[config.mk]
export PLATFORM = sky130hd
export DESIGN_NAME = alu_md_unit
export DESIGN_NICKNAME = d
export VERILOG_FILES = /design/src/rtl/md_pkg.sv /design/src/rtl/alu_md_unit.sv
export SDC_FILE = /design/constraint.sdc
export NUM_CORES = 1
export LEC_CHECK = 0
export ABC_AREA = 1
export CAP_MARGIN = 20
export CORE_MARGIN = 10
export CORE_UTILIZATION = 43
export DETAILED_ROUTE_END_ITERATION = 10
export SYNTH_ARGS = -nofsm -noshare
export SYNTH_HDL_FRONTEND = slang
export SYNTH_SLANG_ARGS = --single-unit
[constraint.sdc]
create_clock -name clk_i -period 7.43 [get_ports clk_i]
set_input_delay 1.486 -clock clk_i [delete_from_list [all_inputs] [get_ports clk_i]]
set_output_delay 1.486 -clock clk_i [all_outputs]
set_load 0.05 [all_outputs]
[src/rtl/md_pkg.sv]
// md_pkg: shared encodings for the RV32M multiply/divide unit
package md_pkg;
  typedef enum logic [2:0] {
    OP_MUL    = 3'b000,
    OP_MULH   = 3'b001,
    OP_MULHSU = 3'b010,
    OP_MULHU  = 3'b011,
    OP_DIV    = 3'b100,
    OP_DIVU   = 3'b101,
    OP_REM    = 3'b110,
    OP_REMU   = 3'b111
  } md_op_e;
  typedef enum logic [1:0] {IDLE, CALC, FIX, DONE} md_state_e;
  localparam logic [6:0] FUNCT7_M = 7'b0000001;
endpackage

[src/rtl/alu_md_unit.sv]
// alu_md_unit: iterative radix-2 multiply / restoring divide for RV32M
module alu_md_unit
  import md_pkg::*;
#(
  parameter int XLEN         = 32,
  parameter bit FAST_SPECIAL = 1'b1
) (
  input  logic            clk_i,
  input  logic            rst_ni,
  input  logic            start_i,
  input  logic            kill_i,
  input  logic [2:0]      funct3_i,
  input  logic [XLEN-1:0] rs1_i,
  input  logic [XLEN-1:0] rs2_i,
  output logic            ready_o,
  output logic            done_o,
  output logic [XLEN-1:0] result_o
);
  localparam int CW = $clog2(XLEN) + 1;
  md_state_e         state_q, state_d;
  md_op_e            op_q, op_d;
  logic [CW-1:0]     cnt_q, cnt_d;
  logic [2*XLEN-1:0] acc_q, acc_d;
  logic [XLEN-1:0]   opnd_q, opnd_d;
  logic [XLEN-1:0]   result_q, result_d;
  logic              negq_q, negq_d, negr_q, negr_d, dz_q, dz_d;
  md_op_e            op_in;
  logic              accept, div_in, s1, s2, dz_in, ovf_in, special;
  logic [XLEN-1:0]   abs1, abs2, fast_res;
  logic [XLEN:0]     mul_sum, rem_sh;
  logic [XLEN-1:0]   diff, quot, rem;
  logic              ge;
  logic [2*XLEN-1:0] mul_next, div_next, prod;
  logic [XLEN-1:0]   fix_res;
  assign ready_o  = (state_q == IDLE) || (state_q == DONE);
  assign done_o   = state_q == DONE;
  assign result_o = result_q;
  // operand decode: signedness, magnitudes and the architecturally fixed divide cases
  always_comb begin
    op_in    = md_op_e'(funct3_i);
    accept   = start_i && ready_o && !kill_i;
    div_in   = funct3_i[2];
    s1       = rs1_i[XLEN-1] && (op_in inside {OP_MULH, OP_MULHSU, OP_DIV, OP_REM});
    s2       = rs2_i[XLEN-1] && (op_in inside {OP_MULH, OP_DIV, OP_REM});
    abs1     = s1 ? -rs1_i : rs1_i;
    abs2     = s2 ? -rs2_i : rs2_i;
    dz_in    = rs2_i == '0;
    ovf_in   = (op_in inside {OP_DIV, OP_REM}) && rs1_i == {1'b1, {(XLEN-1){1'b0}}} && rs2_i == '1;
    special  = FAST_SPECIAL && div_in && (dz_in || ovf_in);
    fast_res = dz_in ? (funct3_i[1] ? rs1_i : '1) : (funct3_i[1] ? '0 : rs1_i);
  end
  // one iteration of shift-add and of restoring divide, plus the final sign fix-up
  always_comb begin
    mul_sum  = {1'b0, acc_q[2*XLEN-1:XLEN]} + {1'b0, opnd_q};
    mul_next = acc_q[0] ? {mul_sum, acc_q[XLEN-1:1]} : {1'b0, acc_q[2*XLEN-1:1]};
    rem_sh   = acc_q[2*XLEN-1:XLEN-1];
    ge       = rem_sh >= {1'b0, opnd_q};
    diff     = rem_sh[XLEN-1:0] - opnd_q;
    div_next = {ge ? diff : rem_sh[XLEN-1:0], acc_q[XLEN-2:0], ge};
    prod     = negq_q ? -acc_q : acc_q;
    quot     = dz_q ? '1 : (negq_q ? -acc_q[XLEN-1:0] : acc_q[XLEN-1:0]);
    rem      = negr_q ? -acc_q[2*XLEN-1:XLEN] : acc_q[2*XLEN-1:XLEN];
    fix_res  = op_q[2] ? (op_q[1] ? rem : quot)
                       : (op_q == OP_MUL ? prod[XLEN-1:0] : prod[2*XLEN-1:XLEN]);
  end
  // next-state: kill beats start; accept loads operands; CALC iterates until the counter hits zero
  always_comb begin
    state_d  = state_q;
    op_d     = op_q;
    cnt_d    = cnt_q;
    acc_d    = acc_q;
    opnd_d   = opnd_q;
    negq_d   = negq_q;
    negr_d   = negr_q;
    dz_d     = dz_q;
    result_d = result_q;
    if (kill_i) begin
      state_d = IDLE;
    end else if (accept) begin
      op_d    = op_in;
      negq_d  = s1 ^ s2;
      negr_d  = s1;
      dz_d    = dz_in;
      cnt_d   = CW'(XLEN - 1);
      opnd_d  = div_in ? abs2 : abs1;
      acc_d   = {{XLEN{1'b0}}, div_in ? abs1 : abs2};
      state_d = special ? DONE : CALC;
      if (special) result_d = fast_res;
    end else begin
      case (state_q)
        CALC: begin
          acc_d   = op_q[2] ? div_next : mul_next;
          state_d = cnt_q == '0 ? FIX : CALC;
          if (cnt_q != '0) cnt_d = cnt_q - CW'(1);
        end
        FIX: begin
          result_d = fix_res;
          state_d  = DONE;
        end
        DONE:    state_d = IDLE;
        default: state_d = state_q;
      endcase
    end
  end
  // state and datapath registers
  always_ff @(posedge clk_i or negedge rst_ni) begin
    if (!rst_ni) begin
      state_q  <= IDLE;
      op_q     <= OP_MUL;
      cnt_q    <= '0;
      acc_q    <= '0;
      opnd_q   <= '0;
      negq_q   <= 1'b0;
      negr_q   <= 1'b0;
      dz_q     <= 1'b0;
      result_q <= '0;
    end else begin
      state_q  <= state_d;
      op_q     <= op_d;
      cnt_q    <= cnt_d;
      acc_q    <= acc_d;
      opnd_q   <= opnd_d;
      negq_q   <= negq_d;
      negr_q   <= negr_d;
      dz_q     <= dz_d;
      result_q <= result_d;
    end
  end
endmodule

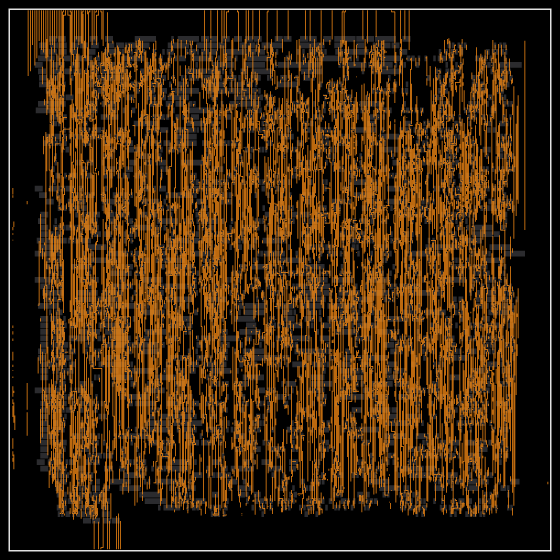
**Above:** run 1 (metal 2).
nets with wire on the layer = 2607
wire length on this layer = 40.1 mm
share of all routed wire = 43%
Routed WL: 94.0 mm
Vias: 22600

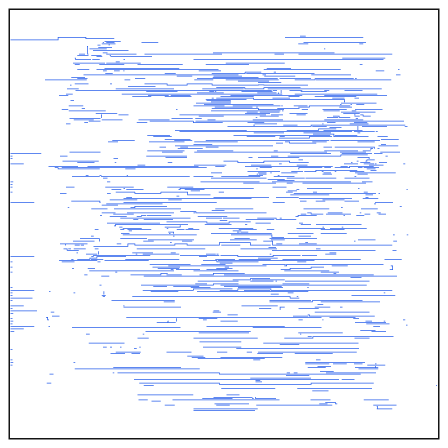
**Above:** run 1 (M3 wires).
longest straight run = 133 µm
nets with wire on the layer = 457
share of all routed wire = 12%
main direction = horizontal
wire length on this layer = 11300 µm
M3 GR Usage: 10.3%

==> flow_summary.yaml, run 1 <==
# yosys + openroad results
clocking:
  cts_setup_buffers: 0
  cts_buffers: 17
  hold_buffers: 0
  clk_path_buf_depth: 2
  insertion_delay_ns: 0.47
  root_buffer: "clkbuf_16"
  tritoncts: "yes"
  cts.sinks: 142
  cts_resized: 0
  htreeDepth: 4
  clkSlewWorstSetupHoldPaths_ns: 0.07
yosys:
  mux_area_share_pct: 0
  top_cell: "nand2_1"
  syn-num-nets: 3316
  yosysTopAreaCellShare_pct: 21.2
  ys_area_um2: 18200
  topCellsByArea: "nand2_1 (21%), dfrtp_1 (20%), nand3_1 (8.6%), nor2_1 (7.4%), a21oi_1 (6.5%)"
  adder_share_pct: 5.98
  ys_sh_xor_pct: 4.43
  avgSynthCellArea_um2: 5.73
  synth-main-ff-cell: "dfrtp_1"
  syn_area_um2: 18200
  top_area_cell: "nand2_1"
  yosysWarnings: 0
  netlist_instances: 3170
  compound_area_share_pct: 17.5
  synth_flops: 142
  async_flop_share_pct: 100
  ys_seq_share_pct: 19.6
  netlist_top_cells_count: "nand2_1 (1028), nor2_1 (356), nand3_1 (312), inv_1 (287), a21oi_1 (235)"
  synth_cell_type_count: 57
  ys_cells: 3170
  edf_count: 0
  ys_top_logic_family: "simple AND/OR/NAND/NOR gates"
  synth-simple-area-share_pct: 43.2
detailed_routing:
  drc: 0
  first_pass_iters: 7
  drt-met1-wl_mm: 38.0
  wl_met3_mm: 11.3
  wl_per_cell_um: 25.1
  highest_layer: "met5"
  vias_per_cell: 6.05
  final_antenna_net_count: 0
  route.met2.wl_mm: 40.1
  dr.first_iter.drc_count: 3277
floorplan:
  die_width_um: 226
  rows: 75
  dieArea_um2: 50900
  core_area_um2: 41900
  num_io_pins: 105
  die_y_um: 226
  initCoreUtil_pct: 43.4
placement:
  place_inst: 3708
  portBuffers: 104
  place_area_um2: 19500
  dpl_worst_slack_ns: 2.36
  place_hpwl_mm: 75.0
  gp_congestion: 1.07
outcome:
  status: "completed"
setup_path:
  setup.worst_path.start: "rs2_i[0]"
  crit_top_cell: "nand2_1"
  crit_chain: "clkdlybuf4s50_1 > inv_1 > ha_1 > nand2_1 > nor2_4 > nand2_1 > nor2_4 > inv_2 > nand2_1 > nand2_1 > nand2_1 > nand2_2 > clkinv_2 > nor2_1 > a21oi_2"
  cp_max_fo: 33
  critPathKind: "in2reg"
  arrival_ns: 5.11
  crit_end: "result_o[24]"
  r2r-start: "state_q[0]"
  startpoint_type: "input port"
  rr_endpoint: "result_o[24]"
  slowest_stage: "nor2_4"
  ff2ff_path_depth: 9
  cp_slowest_stage_delay_ns: 0.55
  end_kind: "register"
  r2r_setup_slack_ns: 3.54
  cp.required_ns: 7.82
power:
  leakage_nw: 9.74
  clock_power_share_pct: 8.8
  netSwitchingFraction_pct: 64.1
  fin_total_pwr_w: 0.0104
  power_frac_comb_pct: 72.6
  vdd_drop_max_mv: 0.213
  p_int_w: 0.00375
  p_sw_w: 0.00669
  power_frac_seq_pct: 18.6
  p_per_area_nw_per_um2: 518
min_path:
  min_to: "result_o[17]"
  hp-start: "result_o[17]"
  hold_class: "reg2reg"
  min_path_cells: 2
global_route:
  use_met2_pct: 53.9
  busiest_layer: "met2"
  track_usage_pct: 36.1
  grt_start_max_net_pins: 96
  overflow: 0
  antenna_found_initial: 2
  first_global_vias: 20800
  grt_pass1_wl_mm: 137
cells_and_area:
  layout_top_cell: "nand2_1"
  stdcell_count: 3742
  antenna_cells: 0
  layout_top_cells: "nand2_1 (1028), nor2_1 (353), nand3_1 (311), inv_1 (287), a21oi_1 (235)"
  final_util_pct: 48.2
  drive_gt1_share_pct: 4.53
  final_nets: 3336
  top_register: "acc_q"
  largest_reg_flops: 64
  synthToLayoutAreaGrowth_pct: 11.0
  final_area_um2: 20200
timing:
  worst_slack_ns: 2.71
  setup_viol: 0
  skew_ns: 0.0161
  worst_slew_pin_slew_ns: 1.06
  relSlewSlack_pct: 29.2
  fin_crit_ns: 4.72
  hold_viol_final: 0
  report.final.slew_viol_count: 0
  hold-worst-slack_ns: 0.485
  max_freq_mhz: 212
  rsz0062_at_grt: "no"
  fin_crit_sh_pct: 63.6
  setup_tns_ns: 0
flow_run:
  drv_cap: 0
  stage_log_warnings: 29
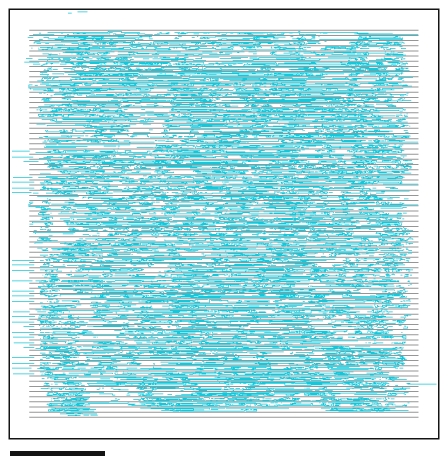
**Above:** run 1 (metal 1).
Scale bar: 50 µm. Supply wires on this layer in gray.
main direction = horizontal
longest straight run = 90.2 µm
share of all routed wire = 40%
nets with wire on the layer = 3155
wire length on this layer = 38.0 mm
GRT met1 Usage: 47.3%

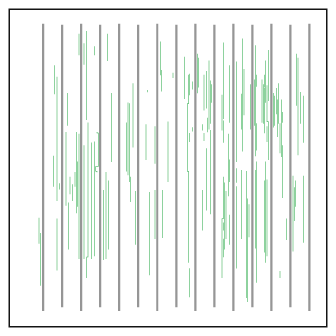
**Above:** run 1 (the metal 4 layer).
Supply wires on this layer in gray.
longest straight run = 95.9 µm
nets with wire on the layer = 103

run 1: cell type report:
cell class / count / area (µm²)
sequential: 142 / 3560
clock inverter: 15 / 185
inverter: 303 / 1140
multi-input combinational: 2601 / 12900
clock buffer: 17 / 425
timing repair buffer: 125 / 1240
tap: 539 / 674
fill: 4545 / 21700
run 1: power by group through the flow:
stage | clock network, W | logic [W] | registers [W]
after floorplan | 0 | 0.00472 | 0.00168
after global placement | 0 | 0.00725 | 0.00188
after detailed placement | 0 | 0.00728 | 0.00189
after CTS | 0.000916 | 0.00732 | 0.00187
after global routing | 0.000945 | 0.00817 | 0.00194
final | 0.000919 | 0.00758 | 0.00194
run 1: critical path, delay by kind of cell:
family	cells	cell delay [ns]
fa+ha+maj	1	0.19
simple gates	9	1.79
compound gates	1	0.13
buf+inv	4	1.45
**Run 1: track usage over the die**

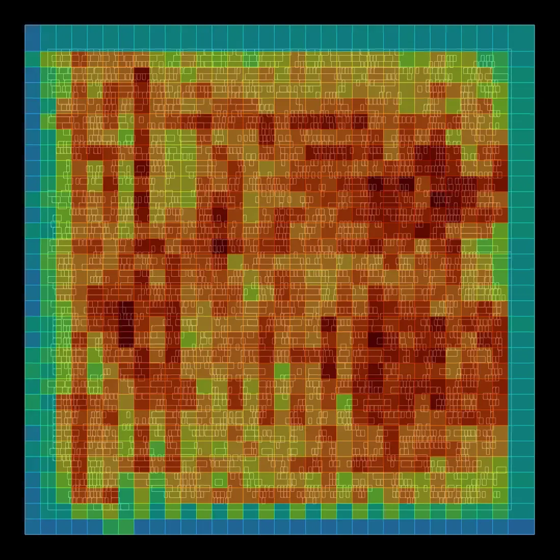

--- run 2 (diff from run 1) ---
==> constraint.sdc (replaced) <==
create_clock -name clk_i -period 4.43 [get_ports clk_i]
set_input_delay 0.886 -clock clk_i [delete_from_list [all_inputs] [get_ports clk_i]]
set_output_delay 0.886 -clock clk_i [all_outputs]
set_load 0.05 [all_outputs]
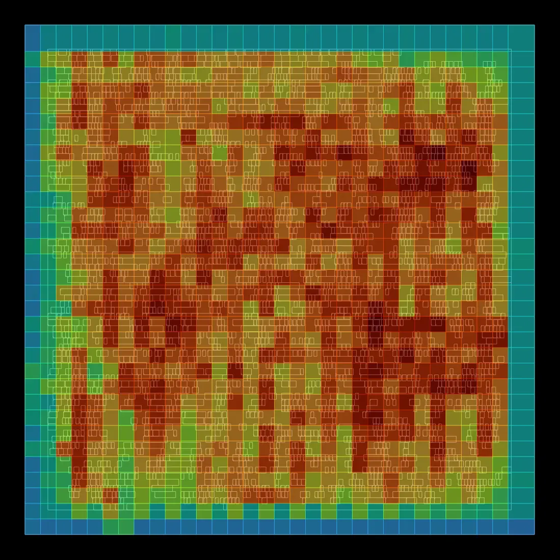
**Above:** run 2 (track usage over the die).
total track usage: 36.1%
M3 GR Usage: 9.75%
post-layout util: 48.7%
drt wl/cell: 24.8 µm
GRT busiest layer: met2

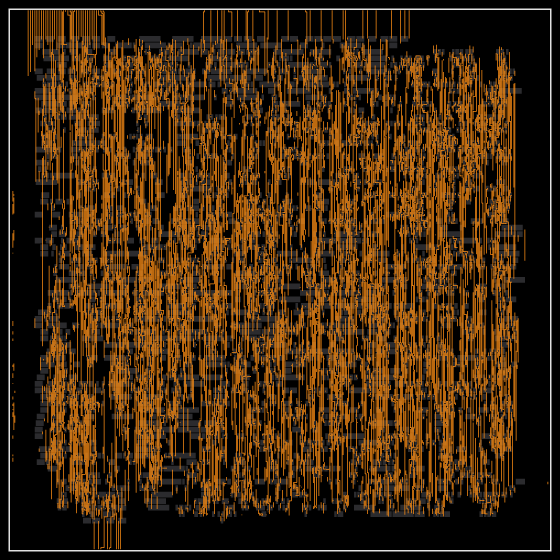
**Above:** run 2 (metal 2).
nets with wire on the layer = 2656
longest straight run = 95.2 µm
main direction = vertical
wire length on this layer = 39.2 mm

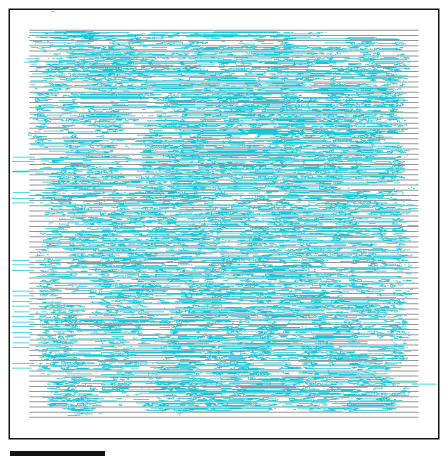
**Above:** run 2 (metal 1).
Scale bar: 50 µm. Supply wires on this layer in gray.
wire length on this layer = 37.4 mm
nets with wire on the layer = 3161

==> run 2 against run 1 <==
  * Power increased by 68%
  * Via count rose by 1.6%
  * Synthesized cell count stayed put
  * Critical path type unchanged
  * Largest cell class unchanged
==> flow_summary.yaml, run 2 <==
# yosys + openroad results
outcome:
  status: "completed"
cells_and_area:
  top_register: "acc_q"
  synthToLayoutAreaGrowth_pct: 12.1
  comb_cells: 2601
  logic_area_um2: 12900
  comb_share_pct: 63.6
  layout_top_cell: "nand2_1"
  seqCellArea_um2: 3560
  drive_gt1_share_pct: 5.33
  seq_share_pct: 17.5
  clock_buffers: 17
  nonClkBufAreaFrac_pct: 7.08
  largest_reg_flops: 64
  largest_cell_class: "logic gates"
  n_all_buffers: 152
  nFillCells: 4527
  layout_top_cells: "nand2_1 (1028), nor2_1 (353), nand3_1 (311), inv_1 (287), a21oi_1 (235)"
  seq_cells: 142
  inv_count: 303
  clk_share_pct: 2.92
  stdcell_count: 3771
  final_nets: 3363
  final_area_um2: 20400
floorplan:
  num_io_pins: 105
  initCoreUtil_pct: 43.4
  rows: 75
  taps: 539
  die_y_um: 226
  die_width_um: 226
  dieArea_um2: 50900
  core_area_um2: 41900
detailed_routing:
  vias: 23000
  vias_per_cell: 6.10
  first_pass_iters: 6
  dr.first_iter.drc_count: 3220
  drc: 0
  final_antenna_net_count: 0
yosys:
  netlist_top_cells_count: "nand2_1 (1028), nor2_1 (356), nand3_1 (312), inv_1 (287), a21oi_1 (235)"
  netlist_instances: 3170
  ys_area_um2: 18200
  top_area_cell: "nand2_1"
  ys_top_logic_family: "simple AND/OR/NAND/NOR gates"
  synth-simple-area-share_pct: 43.2
  top_cell: "nand2_1"
  synth_cell_type_count: 57
  yosysTopAreaCellShare_pct: 21.2
  topCellsByArea: "nand2_1 (21%), dfrtp_1 (20%), nand3_1 (8.6%), nor2_1 (7.4%), a21oi_1 (6.5%)"
  ys_cells: 3170
  synth-main-ff-cell: "dfrtp_1"
  ys_seq_share_pct: 19.6
  adder_share_pct: 5.98
  mux_area_share_pct: 0
  synth_flops: 142
  async_flop_share_pct: 100
  avgSynthCellArea_um2: 5.73
  syn-num-nets: 3316
  syn_area_um2: 18200
  ys_sh_xor_pct: 4.43
  compound_area_share_pct: 17.5
setup_path:
  crit_chain: "clkdlybuf4s50_1 > inv_1 > ha_1 > nand2_1 > nor2_4 > nand2_1 > nor2_4 > inv_2 > nand2_1 > nand2_1 > nand2_1 > nand2_2 > buf_4 > clkinv_2 > nor2_1 > a21oi_2"
  cp_slowest_stage_delay_ns: 0.55
  slowest_stage: "clkdlybuf4s50_1"
  cp_top_family: "buffers and inverters"
  ff2ff_path_depth: 14
  cp_max_fo: 33
  rr_endpoint: "acc_q[46]"
  arrival_ns: 3.90
  r2r-start: "acc_q[48]"
  startpoint_type: "input port"
  crit_top_cell: "nand2_1"
  worst-path-buf-inv: 5
  end_kind: "register"
  r2r_setup_slack_ns: 0.91
  cp.required_ns: 4.80
  critPathKind: "in2reg"
placement:
  dpl_worst_slack_ns: 0.451
  place_area_um2: 19700
  place_hpwl_mm: 76.1
  portBuffers: 104
  gp_congestion: 1.09
  place_inst: 3735
global_route:
  antenna_found_initial: 1
  overflow: 0
  grt_start_max_net_pins: 94
  first_global_vias: 21000
timing:
  rsz0062_at_grt: "no"
  fin_crit_sh_pct: 79.7
  hold-worst-slack_ns: 0.470
  setup_viol: 0
  worst_slack_ns: 0.901
  hold_viol_final: 0
  max_freq_mhz: 283
  setup_tns_ns: 0
  worst_slew_pin_slew_ns: 1.06
  skew_ns: 0.0149
  fin_crit_ns: 3.53
  relSlewSlack_pct: 29.0
power:
  vdd_drop_max_mv: 0.317
  p_per_area_nw_per_um2: 862
  power_frac_comb_pct: 73.5
  clk-power_w: 0.00152
  power_frac_seq_pct: 17.9
  netSwitchingFraction_pct: 63.5
  maxPowerGroup: "combinational cells"
  seq-power_w: 0.00313
  clock_power_share_pct: 8.7
  p_int_w: 0.00640
  pg_comb_w: 0.0129
  p_sw_w: 0.0111
  fin_total_pwr_w: 0.0175
clocking:
  clkSlewWorstSetupHoldPaths_ns: 0.07
  cts_buffers: 17
  cts.sinks: 142
  cts_resized: 0
  hold_buffers: 0
  tritoncts: "yes"
  clk_path_buf_depth: 2
  htreeDepth: 4
  root_buffer: "clkbuf_16"
  insertion_delay_ns: 0.49
  cts_setup_buffers: 0
flow_run:
  drv_cap: 0
  stage_log_warnings: 29
min_path:
  hold_class: "in2async"
run 2: cell counts after synthesis:
No cell type changed its count.
run 2: per-layer routing:
| layer | track usage (%) | wire length [µm] |
|---|---|---|
| met2 | 52.9 | 39200 |
| met5 | 0 | 7 |
| met1 | 47.2 | 37400 |
| met4 | 19.3 | 5290 |
| met3 | 9.75 | 11600 |
run 2: worst max-delay path by stage:
stage | cells past startpoint | startpoint | end
floorplan | 14 | rs1_i[1] | result_o[25]
global placement | 16 | rs2_i[0] | result_o[13]
detailed placement | 16 | rs2_i[0] | result_o[20]
CTS | 16 | rs2_i[0] | result_o[20]
global route | 16 | rs2_i[0] | result_o[29]
finish | 16 | rs2_i[0] | result_o[20]
Power figures rest on the tool's default switching activity, not on a simulated workload.
